Fig. 1: signal wires on met2
Scale: 1.5 px per um.
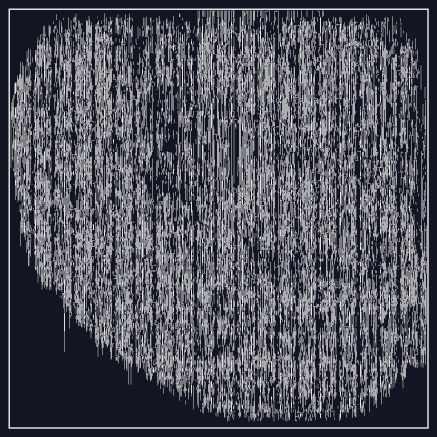
Fig. 2: pin map
Scale: 1.5 px per um. Pins as bars across the die edge, other pins in gray.
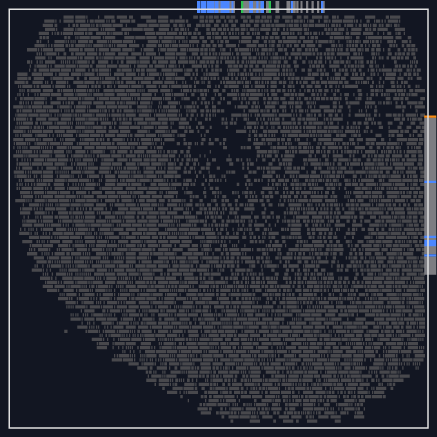
--- src/rtl/muldiv_ctrl_pkg.sv ---
`default_nettype none
// ============================================================================
// Module      : muldiv_ctrl_pkg
// Description : Shared encodings for the EX-stage multiply/divide sequencer:
//               operation codes, FSM state codes and word-bus helpers.
// Revision    : 1.0 - initial release
// ============================================================================

`ifndef WORD_BUS
`define WORD_BUS 31:0
`endif
`ifndef ZERO_WORD
`define ZERO_WORD 32'h0000_0000
`endif

package muldiv_ctrl_pkg;

  localparam int MDU_WORD_W = 32;

  // Operation select driven by the decoder (bit 1 = divide, bit 0 = unsigned)
  typedef enum logic [1:0] {
    MDU_MULT  = 2'b00,
    MDU_MULTU = 2'b01,
    MDU_DIV   = 2'b10,
    MDU_DIVU  = 2'b11
  } mdu_op_e;

  // Sequencer states
  localparam logic [2:0] ST_IDLE = 3'd0;
  localparam logic [2:0] ST_MUL  = 3'd1;
  localparam logic [2:0] ST_DIV  = 3'd2;
  localparam logic [2:0] ST_FIX  = 3'd3;
  localparam logic [2:0] ST_DONE = 3'd4;

endpackage

`default_nettype wire

--- src/rtl/muldiv_ctrl_if.sv ---
`default_nettype none
// ============================================================================
// Module      : muldiv_ctrl_if
// Description : Pipeline <-> multiply/divide sequencer bundle. The master side
//               (pipeline) issues operations and flushes; the slave side
//               (sequencer) returns stall and the HI/LO write port.
// Revision    : 1.0 - initial release
// ============================================================================

interface muldiv_ctrl_if #(
  parameter int WIDTH = 32
);

  logic             i_start;
  logic [1:0]       i_op;
  logic [WIDTH-1:0] i_a;
  logic [WIDTH-1:0] i_b;
  logic             i_flush;
  logic             o_stall;
  logic             o_we;
  logic [WIDTH-1:0] o_hi;
  logic [WIDTH-1:0] o_lo;

  modport master (
    output i_start, i_op, i_a, i_b, i_flush,
    input  o_stall, o_we, o_hi, o_lo
  );

  modport slave (
    input  i_start, i_op, i_a, i_b, i_flush,
    output o_stall, o_we, o_hi, o_lo
  );

endinterface

`default_nettype wire

--- src/rtl/muldiv_ctrl_div_step.sv ---
`default_nettype none
// ============================================================================
// Module      : muldiv_ctrl_div_step
// Description : One combinational restoring-division iteration. Shifts the
//               {rem,quot} pair left by one and subtracts the divisor when the
//               shifted remainder is large enough, recording a quotient bit.
// Revision    : 1.0 - initial release
// ============================================================================

module muldiv_ctrl_div_step #(
  parameter int WIDTH = 32
) (
  input  wire logic [WIDTH-1:0] i_rem,
  input  wire logic [WIDTH-1:0] i_quot,
  input  wire logic [WIDTH-1:0] i_divisor,
  output logic      [WIDTH-1:0] o_rem,
  output logic      [WIDTH-1:0] o_quot
);

  // One extra bit: the shifted remainder can reach 2*divisor-1, and the
  // difference's top bit then doubles as the "rem < divisor" flag.
  logic [WIDTH:0] w_shift;
  logic [WIDTH:0] w_diff;

  // Trial subtraction, restore (keep the shifted value) when it goes negative
  always_comb begin
    w_shift = {i_rem, i_quot[WIDTH-1]};
    w_diff  = w_shift - {1'b0, i_divisor};
    if (!w_diff[WIDTH]) begin
      o_rem  = w_diff[WIDTH-1:0];
      o_quot = {i_quot[WIDTH-2:0], 1'b1};
    end else begin
      o_rem  = w_shift[WIDTH-1:0];
      o_quot = {i_quot[WIDTH-2:0], 1'b0};
    end
  end

endmodule

`default_nettype wire

--- src/rtl/muldiv_ctrl.sv ---
`default_nettype none
// ============================================================================
// Module      : muldiv_ctrl
// Description : EX-stage multiply/divide sequencer. MULT/MULTU finish in one
//               cycle, DIV/DIVU run a restoring divider for DIV_ITERS cycles
//               followed by a sign-fixup write cycle. Drives the HI/LO write
//               port and the pipeline stall request.
// Revision    : 1.0 - initial release
// ============================================================================

module muldiv_ctrl
  import muldiv_ctrl_pkg::*;
#(
  parameter int WIDTH     = 32,
  parameter int DIV_ITERS = 32   // must equal WIDTH
) (
  input  wire logic     clk,
  input  wire logic     rst,
  muldiv_ctrl_if.slave  bus
);

  localparam int CNT_W = $clog2(DIV_ITERS + 1);

  logic [2:0]         state_q, state_d;
  logic [CNT_W-1:0]   cnt_q, cnt_d;
  logic [WIDTH-1:0]   rem_q, rem_d;
  logic [WIDTH-1:0]   quot_q, quot_d;
  logic [WIDTH-1:0]   dvsr_q, dvsr_d;
  logic               qneg_q, qneg_d;
  logic               rneg_q, rneg_d;
  logic [WIDTH-1:0]   hi_q, hi_d;
  logic [WIDTH-1:0]   lo_q, lo_d;

  logic               w_is_div;
  logic               w_signed;
  logic [2*WIDTH-1:0] w_a_ext;
  logic [2*WIDTH-1:0] w_b_ext;
  logic [2*WIDTH-1:0] w_prod;
  logic [WIDTH-1:0]   w_abs_a;
  logic [WIDTH-1:0]   w_abs_b;
  logic [WIDTH-1:0]   w_step_rem;
  logic [WIDTH-1:0]   w_step_quot;

  muldiv_ctrl_div_step #(
    .WIDTH (WIDTH)
  ) u_div_step (
    .i_rem     (rem_q),
    .i_quot    (quot_q),
    .i_divisor (dvsr_q),
    .o_rem     (w_step_rem),
    .o_quot    (w_step_quot)
  );

  // Operand conditioning: one multiplier serves both signednesses by
  // sign- or zero-extending to the full product width first.
  always_comb begin
    w_is_div = (bus.i_op == MDU_DIV) || (bus.i_op == MDU_DIVU);
    w_signed = (bus.i_op == MDU_MULT) || (bus.i_op == MDU_DIV);
    w_a_ext  = {{WIDTH{w_signed & bus.i_a[WIDTH-1]}}, bus.i_a};
    w_b_ext  = {{WIDTH{w_signed & bus.i_b[WIDTH-1]}}, bus.i_b};
    w_prod   = w_a_ext * w_b_ext;
    w_abs_a  = (w_signed && bus.i_a[WIDTH-1]) ? -bus.i_a : bus.i_a;
    w_abs_b  = (w_signed && bus.i_b[WIDTH-1]) ? -bus.i_b : bus.i_b;
  end

  // Next-state and datapath updates; a flush abandons everything untouched
  always_comb begin
    state_d = state_q;
    cnt_d   = cnt_q;
    rem_d   = rem_q;
    quot_d  = quot_q;
    dvsr_d  = dvsr_q;
    qneg_d  = qneg_q;
    rneg_d  = rneg_q;
    hi_d    = hi_q;
    lo_d    = lo_q;
    if (bus.i_flush) begin
      state_d = ST_IDLE;
    end else begin
      case (state_q)
        ST_IDLE: begin
          if (bus.i_start) begin
            if (!w_is_div) begin
              hi_d    = w_prod[2*WIDTH-1:WIDTH];
              lo_d    = w_prod[WIDTH-1:0];
              state_d = ST_MUL;
            end else if (bus.i_b == '0) begin
              hi_d    = bus.i_a;
              lo_d    = '1;
              state_d = ST_DONE;
            end else begin
              rem_d   = '0;
              quot_d  = w_abs_a;
              dvsr_d  = w_abs_b;
              qneg_d  = w_signed & (bus.i_a[WIDTH-1] ^ bus.i_b[WIDTH-1]);
              rneg_d  = w_signed & bus.i_a[WIDTH-1];
              cnt_d   = '0;
              state_d = ST_DIV;
            end
          end
        end
        ST_DIV: begin
          rem_d  = w_step_rem;
          quot_d = w_step_quot;
          cnt_d  = cnt_q + 1'b1;
          if (cnt_q == CNT_W'(DIV_ITERS - 1)) begin
            // Sign fixup is folded into the result load so FIX only writes
            hi_d    = rneg_q ? -w_step_rem  : w_step_rem;
            lo_d    = qneg_q ? -w_step_quot : w_step_quot;
            state_d = ST_FIX;
          end
        end
        ST_MUL, ST_FIX, ST_DONE: state_d = ST_IDLE;
        default: state_d = ST_IDLE;
      endcase
    end
  end

  // State and datapath registers
  always_ff @(posedge clk) begin
    if (rst) begin
      state_q <= ST_IDLE;
      cnt_q   <= '0;
      rem_q   <= '0;
      quot_q  <= '0;
      dvsr_q  <= '0;
      qneg_q  <= 1'b0;
      rneg_q  <= 1'b0;
      hi_q    <= '0;
      lo_q    <= '0;
    end else begin
      state_q <= state_d;
      cnt_q   <= cnt_d;
      rem_q   <= rem_d;
      quot_q  <= quot_d;
      dvsr_q  <= dvsr_d;
      qneg_q  <= qneg_d;
      rneg_q  <= rneg_d;
      hi_q    <= hi_d;
      lo_q    <= lo_d;
    end
  end

  // Stall covers acceptance and iteration; write cycles let the pipe advance
  always_comb begin
    bus.o_stall = !bus.i_flush &&
                  (((state_q == ST_IDLE) && bus.i_start) || (state_q == ST_DIV));
    bus.o_we    = !bus.i_flush &&
                  ((state_q == ST_MUL) || (state_q == ST_FIX) || (state_q == ST_DONE));
    bus.o_hi    = hi_q;
    bus.o_lo    = lo_q;
  end

endmodule

`default_nettype wire

--- src/flat_wrapper.sv ---
// flat-port wrapper written by rule: the top's interface ports become plain ports
module muldiv_ctrl_flat import muldiv_ctrl_pkg::*;
#(
  parameter int WIDTH     = 32,
  parameter int DIV_ITERS = 32                      
)
  (clk, rst, bus_i_start, bus_i_op, bus_i_a, bus_i_b, bus_i_flush, bus_o_stall, bus_o_we, bus_o_hi, bus_o_lo);
  muldiv_ctrl_if #(.WIDTH(WIDTH)) bus_i ();
  input  wire logic clk;
  input  wire logic rst;
  input wire logic [$bits(bus_i.i_start)-1:0] bus_i_start;
  input wire logic [$bits(bus_i.i_op)-1:0] bus_i_op;
  input wire logic [$bits(bus_i.i_a)-1:0] bus_i_a;
  input wire logic [$bits(bus_i.i_b)-1:0] bus_i_b;
  input wire logic [$bits(bus_i.i_flush)-1:0] bus_i_flush;
  output wire logic [$bits(bus_i.o_stall)-1:0] bus_o_stall;
  output wire logic [$bits(bus_i.o_we)-1:0] bus_o_we;
  output wire logic [$bits(bus_i.o_hi)-1:0] bus_o_hi;
  output wire logic [$bits(bus_i.o_lo)-1:0] bus_o_lo;
  assign bus_i.i_start = bus_i_start;
  assign bus_i.i_op = bus_i_op;
  assign bus_i.i_a = bus_i_a;
  assign bus_i.i_b = bus_i_b;
  assign bus_i.i_flush = bus_i_flush;
  assign bus_o_stall = bus_i.o_stall;
  assign bus_o_we = bus_i.o_we;
  assign bus_o_hi = bus_i.o_hi;
  assign bus_o_lo = bus_i.o_lo;
  muldiv_ctrl #(.WIDTH(WIDTH), .DIV_ITERS(DIV_ITERS)) u_core (.clk(clk), .rst(rst), .bus(bus_i));
endmodule
--- config.mk ---
export PLATFORM = sky130hd
export DESIGN_NAME = muldiv_ctrl_flat
export DESIGN_NICKNAME = d
export VERILOG_FILES = /design/src/rtl/muldiv_ctrl_pkg.sv /design/src/rtl/muldiv_ctrl_if.sv /design/src/rtl/muldiv_ctrl_div_step.sv /design/src/rtl/muldiv_ctrl.sv /design/src/flat_wrapper.sv
export SDC_FILE = /design/constraint.sdc
export NUM_CORES = 2
export LEC_CHECK = 0
export ABC_AREA = 0
export CAP_MARGIN = 20
export CORE_UTILIZATION = 66
export DETAILED_ROUTE_END_ITERATION = 10
export HOLD_SLACK_MARGIN = 0.02
export MAX_ROUTING_LAYER = met4
export PLACE_DENSITY = 0.92
export SLEW_MARGIN = 0
export SYNTH_ARGS = -nofsm -noshare
export SYNTH_HDL_FRONTEND = slang
export SYNTH_SLANG_ARGS = --single-unit
export TNS_END_PERCENT = 1
--- constraint.sdc ---
create_clock -name clk -period 14.25 [get_ports clk]
set_input_delay 2.85 -clock clk [delete_from_list [all_inputs] [get_ports clk]]
set_output_delay 2.85 -clock clk [all_outputs]
set_load 0.02 [all_outputs]
==> CHANGELOG.md <==
### Physical design

- Dominant cell type by area after synthesis: fa_1
- Fp util: 67.1%
- Global route overflow: 0
- Final core occ: between 70% and 80%
- Inverter count: 1167
- Latest clock arrival within the worst-skew pair: around 450 ps
- CP endpoint kind: register
- CP arrival: 12830 ps
- Hold Path End: u_core.bus.o_hi[1]
- Register area share after synthesis: 6.80%
- Metal2 WL: 71.5 mm
- Hold Vio Cnt, Final: 0
- Crit path DRT: 14600 ps
- Placed Cells: 6727
- Max Cap Viol: 0
- Mux share: 0.388%
- DRC Markers: 0
- Highest routed layer: met4
- Multi-input gates: roughly 4200
- Post-synth area hogs: fa_1, inv_1, nand2_1, dfxtp_1, ha_1
- OpenROAD warning count: 26
- WP buf/inv: 9
- Syn avg cell area: 8.52 um^2
- Clock buf count: 20
- Hold path startpoint: u_core.bus.o_hi[1]
- Share of cells above drive strength 1: 3.19%
- Fin crit share: 87.5%
- Outcome: complete, no violations
- Cts repair resizes: 0
- Worst Skew: 11.7 ps
- Rows: 100
- Top cells by count, synth: inv_1, fa_1, nand2_1
- Logic area: 41100 um^2
- Post-Route M1 WL: ~55 mm
- Async SR Flop Fraction: 0%
- Flop count: 171
- TritonCTS clock tree: done
- Metal3 WL: 23.1 mm
- Setup CP Type: in -> reg
- DIE WIDTH: 278 um
- Antenna cell count: 15
- Vias per Instance: 6.34
- Top cell excl fill/tap: inv_1
- CP top delay family: adder cells
- Grt met3 use: 12.9%
- Min cycle time layout: 12470 ps
- Post-DP Area: 52200 um^2
- Non-Filler Instances: 6778
Back to the opening pictures, Fig. 1:
nets with wire on the layer: 6348
main direction: vertical
longest straight run: 67.7 um
via count: 42960
grt met2 use: 65.8%
total routed wirelength: 162 mm

Back to the opening pictures, Fig. 2:
| color | port | pins | direction | edge |
|---|---|---|---|---|
| green | bus_i_op | 2 | input | top |
| blue | bus_i_b | 32 | input | 26 top, 6 right |
| orange | clk | 1 | input | right |
all pins by edge: 78 right, 58 top
Die Ht: 278 um
# port buffers: 135

